Design reg_trace_dump, sky130hd; sources not shown.
### The metal 1 layer, run 1

The bar under the picture is 20 um long. Supply wires on this layer in grey.
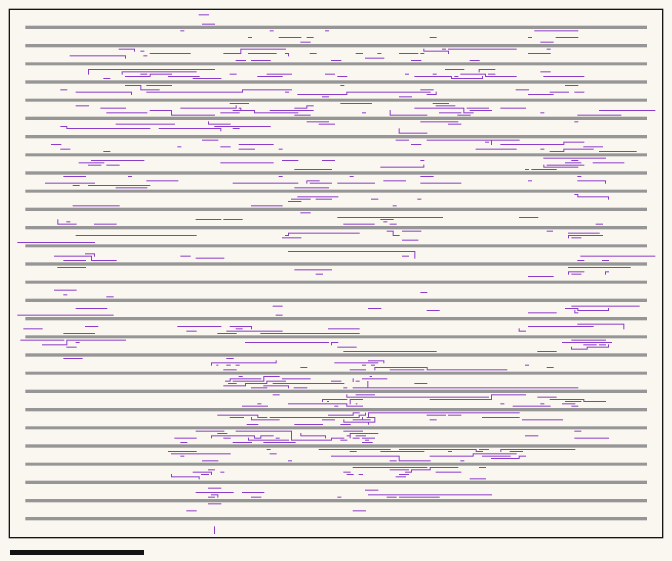
- share of all routed wire: 41%
- wire length on this layer: 1680 um
- main direction: horizontal
- nets with wire on the layer: 212
vias after detailed routing: 1271
met1 Resource Use GR: 12.6%
drt total wl: 4.04 mm

### Metal 2, run 1

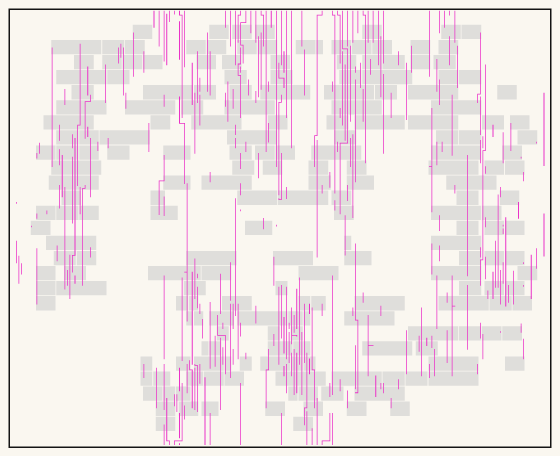
- nets with wire on the layer: 225
- share of all routed wire: 52%
- main direction: vertical
- wire length on this layer: 2120 um
met2 Use GR: 18.3%

### The metal 3 layer, run 1

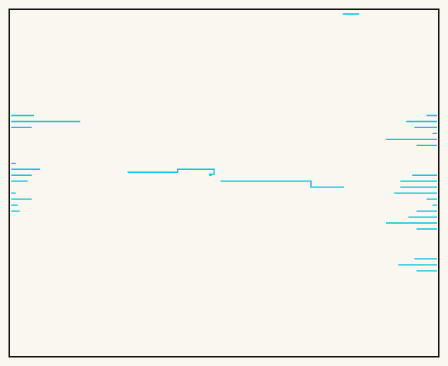
- nets with wire on the layer: 32
- longest straight run: 20.5 um
met3 Use GR: 3.87%

### Routing congestion, run 1

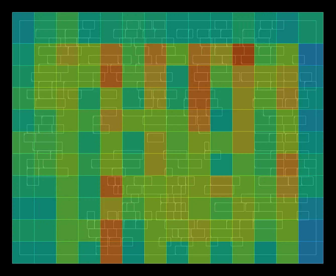
GRT Util Overall: 10.7%
WL/cell: 13.7 um

==> summary.txt, run 1 <==
Pins Over Slew Limit - 0
Number of enable flip-flop cells - 0
Seq share, synth - 60.6%
Yosys chip area - 0.00182 sq mm
Initial antenna violation count - 0
Yosys reg bits - 44
Startpoint Class - flip-flop
Flop-to-flop setup slack - 0.11 ns
DRT Pass-1 Iters - 4
Synth Cell Area - 0.00182 sq mm
Most frequent cells in the layout - clkdlybuf4s50_1 (79), dfrtp_1 (43), mux2_2 (36)
Cell taking the most area after synthesis - dfrtp_1
Grt total ovfl - 0
Detailed placer's ending HPWL - 3.17 mm
Clk_skew - 0.00280 ns
Rows - 27
Sw frac - 33.8%
Most frequent logic cell in the layout - clkdlybuf4s50_1
Number of nets in the layout - 247
FP Util - 26.6%
Worst r2r path cells - 6
Clock Latency Late Sink - 0.29 ns
ANT nets after route - 0
Clock Sinks - 44
#MultiIn Comb - 67
Tool warnings - 26
Worst Setup End Kind - output port
H-tree depth reported by CTS - 2
PnR Total Power - 2770 uW
Setup TNS - 0 ns
Global-route wire length before repair - 6.42 mm
Combinational share of cell area - 23.1%
TritonCTS clock tree - built
Die Ht - 78.8 um
Post-Layout Cell Count - 296
Cycle use final - 95.9%
Registers - 44
WP data arrival - 1.59 ns
Final worst slack - 0.0854 ns
Maximum vdd drop - 354 uV
P_clk - 538 uW
F_max - 496 MHz
Post-layout min period - 2.01 ns
Comb pwr share - 39.9%
Worst Path Required - 1.68 ns
Ys Warns - 0
Cell-internal power - 1840 uW
Ports - 82
Setup Buffers After CTS - 0
Non-clk bufs - 85
Mux cell area share after synthesis - 24.6%
Max FO, Critical Path - 9
Syn Nets - 160
Pre-CTS WS - 0.118 ns
# DRC - 0
DRT iter0 DRCs - 32
Fill cells - 640
Fraction of layout cells with a size suffix above 1 - 26.3%
Clock power share - 19.4%
PD cells - 970 mW/mm^2
Post-synthesis adder-cell area fraction - 1.38%
Sequential Power Share - 40.7%
TAP cells - 87
Post-layout util - 41.9%
Reg clk slew, reported paths - 0.08 ns
Layout area overhead - 57.4%
Status - finished, final reports clean
Max-slew headroom - 66.0%
Syn Area/Cell - 15.0 sq um
Signal inverters - 5
Port bufs - 81
Hold WS - 0.430 ns
Antenna cells - 0
Non-clock buffering overhead - 30.6%
Clock buffer count - 7
Global placer's final weighted congestion - 0.710
Yosys simple share - 6.68%
==> run 1: timing repair <==
action	in CTS	in global routing
gates cloned	0	0
pin swaps	0	0
setup endpoints to repair	2	1
gates resized	2	1
==> run 1: critical path, cell delays in order, from the launching register on <==
cell	delay, ns
dfrtp_1	0.48
and2_1	0.17
clkdlybuf4s50_1	0.66
==> run 1: metal layers <==
layer	wire [um]	global-route usage [%]	share of wire (%)	up-vias
li1	-	-	-	601
met1	1680	12.6	41	633
met2	2120	18.3	52	35
met3	209	3.87	5.2	2
met4	39	3.33	0.96	0
met5	0	0	0	-
### Placement by cell class, run 1

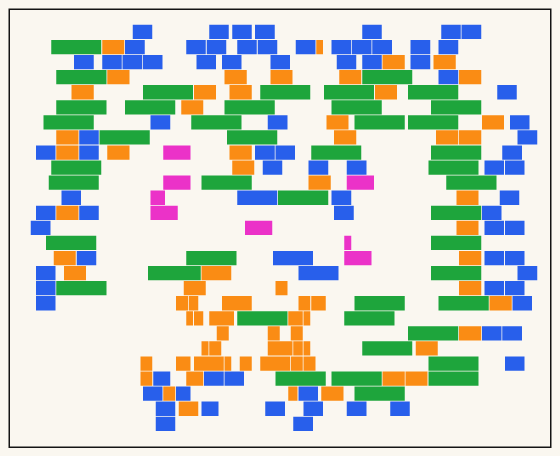

==> run 2: changes to the inputs <==
--- a/config.mk
+++ b/config.mk
@@ -15,6 +15,7 @@
 export GPL_ROUTABILITY_DRIVEN = 1
 export HOLD_SLACK_MARGIN = 0.15
 export PLACE_DENSITY_LB_ADDON = 0.25
+export RECOVER_POWER = 100
 export SLEW_MARGIN = 10
 export SYNTH_ARGS = -nofsm -noshare
 export SYNTH_HDL_FRONTEND = slang
### Placement by cell class, run 2

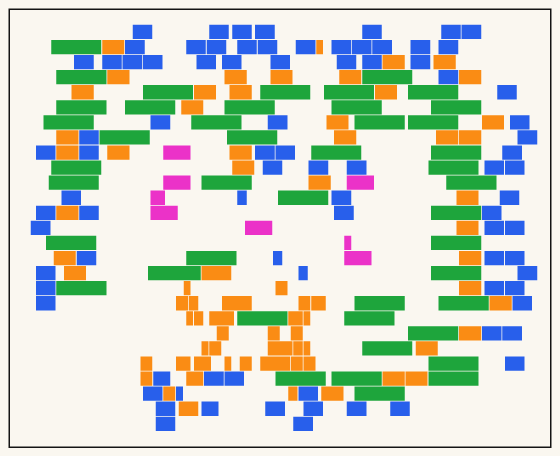
- magenta: clock drivers and dummy loads (cells 8; share of their area 3.5%)
- green: registers (cells 44; share of their area 41%)
- blue: remaining buffers and delay cells (cells 85; share of their area 31%)
- orange: remaining logic cells (cells 72; share of their area 25%)
post-layout util: 41.0%
Rows: 27
flop share of the area: 39.4%
core area: 0.00682 sq mm

==> summary.txt, run 2 <==
Most frequent logic cell in the layout - dlygate4sd3_1
Detailed placer's ending HPWL - 3.17 mm
Clock power share - 20.1%
PnR Total Power - 2680 uW
Die Ht - 78.8 um
TritonCTS clock tree - built
ANT nets after route - 0
Worst Path Required - 1.68 ns
Status - finished, final reports clean
Non-clk bufs - 85
Signal inverters - 5
FP Util - 26.6%
H-tree depth reported by CTS - 2
F_max - 496 MHz
WP data arrival - 1.60 ns
DRT iter0 DRCs - 27
Mux cell area share after synthesis - 24.6%
Post-layout min period - 2.02 ns
Syn Area/Cell - 15.0 sq um
GRT Util Overall - 10.7%
TAP cells - 87
Registers - 44
Cycle use final - 96.1%
Reg clk slew, reported paths - 0.08 ns
Yosys reg bits - 44
Syn Nets - 160
Grt total ovfl - 0
Layout area overhead - 53.9%
Non-clock buffering overhead - 29.6%
Seq share, synth - 60.6%
Number of nets in the layout - 247
Fill cells - 649
Post-Layout Cell Count - 296
Cell taking the most area after synthesis - dfrtp_1
PD cells - 958 mW/mm^2
Tool warnings - 26
Hold WS - 0.500 ns
### The metal 1 layer, run 2

The bar under the picture is 20 um long. Supply wires on this layer in grey.
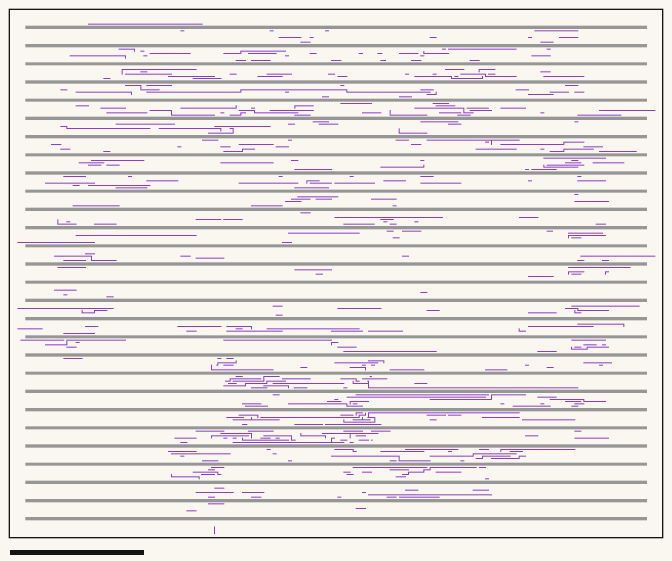
- main direction: horizontal
- wire length on this layer: 1660 um
- nets with wire on the layer: 214
- share of all routed wire: 41%
- longest straight run: 31.3 um
drt total wl: 4.04 mm
vias after detailed routing: 1258

-- run 2: power groups by stage --
stage	Clock [uW]	Combinational [uW]	Sequential (uW)
5_1_grt	618	1070	1150
4_1_cts	566	1120	1130
2_1_floorplan	0	233	1520
3_5_place_dp	0	1120	1150
6_report	537	1020	1120
3_3_place_gp	0	1120	1140
-- run 2: what timing repair did --
action                     CTS  global route
setup endpoints to repair    2             1
resized                      2             1
hold buffers                 0             0
-- run 2: layer usage --
metal  vias to the layer above  global-route usage, %  wire length (um)
li1                        605                      -                 -
met1                       615                   12.6              1660
met2                        36                   18.3              2110
met3                         2                   3.87               221
met4                         0                   3.33                39
met5                         -                      0                 0
-- run 2: critical path, cell delays in order, from the launching register on --
cell,delay [ns]
dfrtp_1,0.48
and2_1,0.17
clkdlybuf4s50_1,0.66
Power and IR drop assume default switching activity.
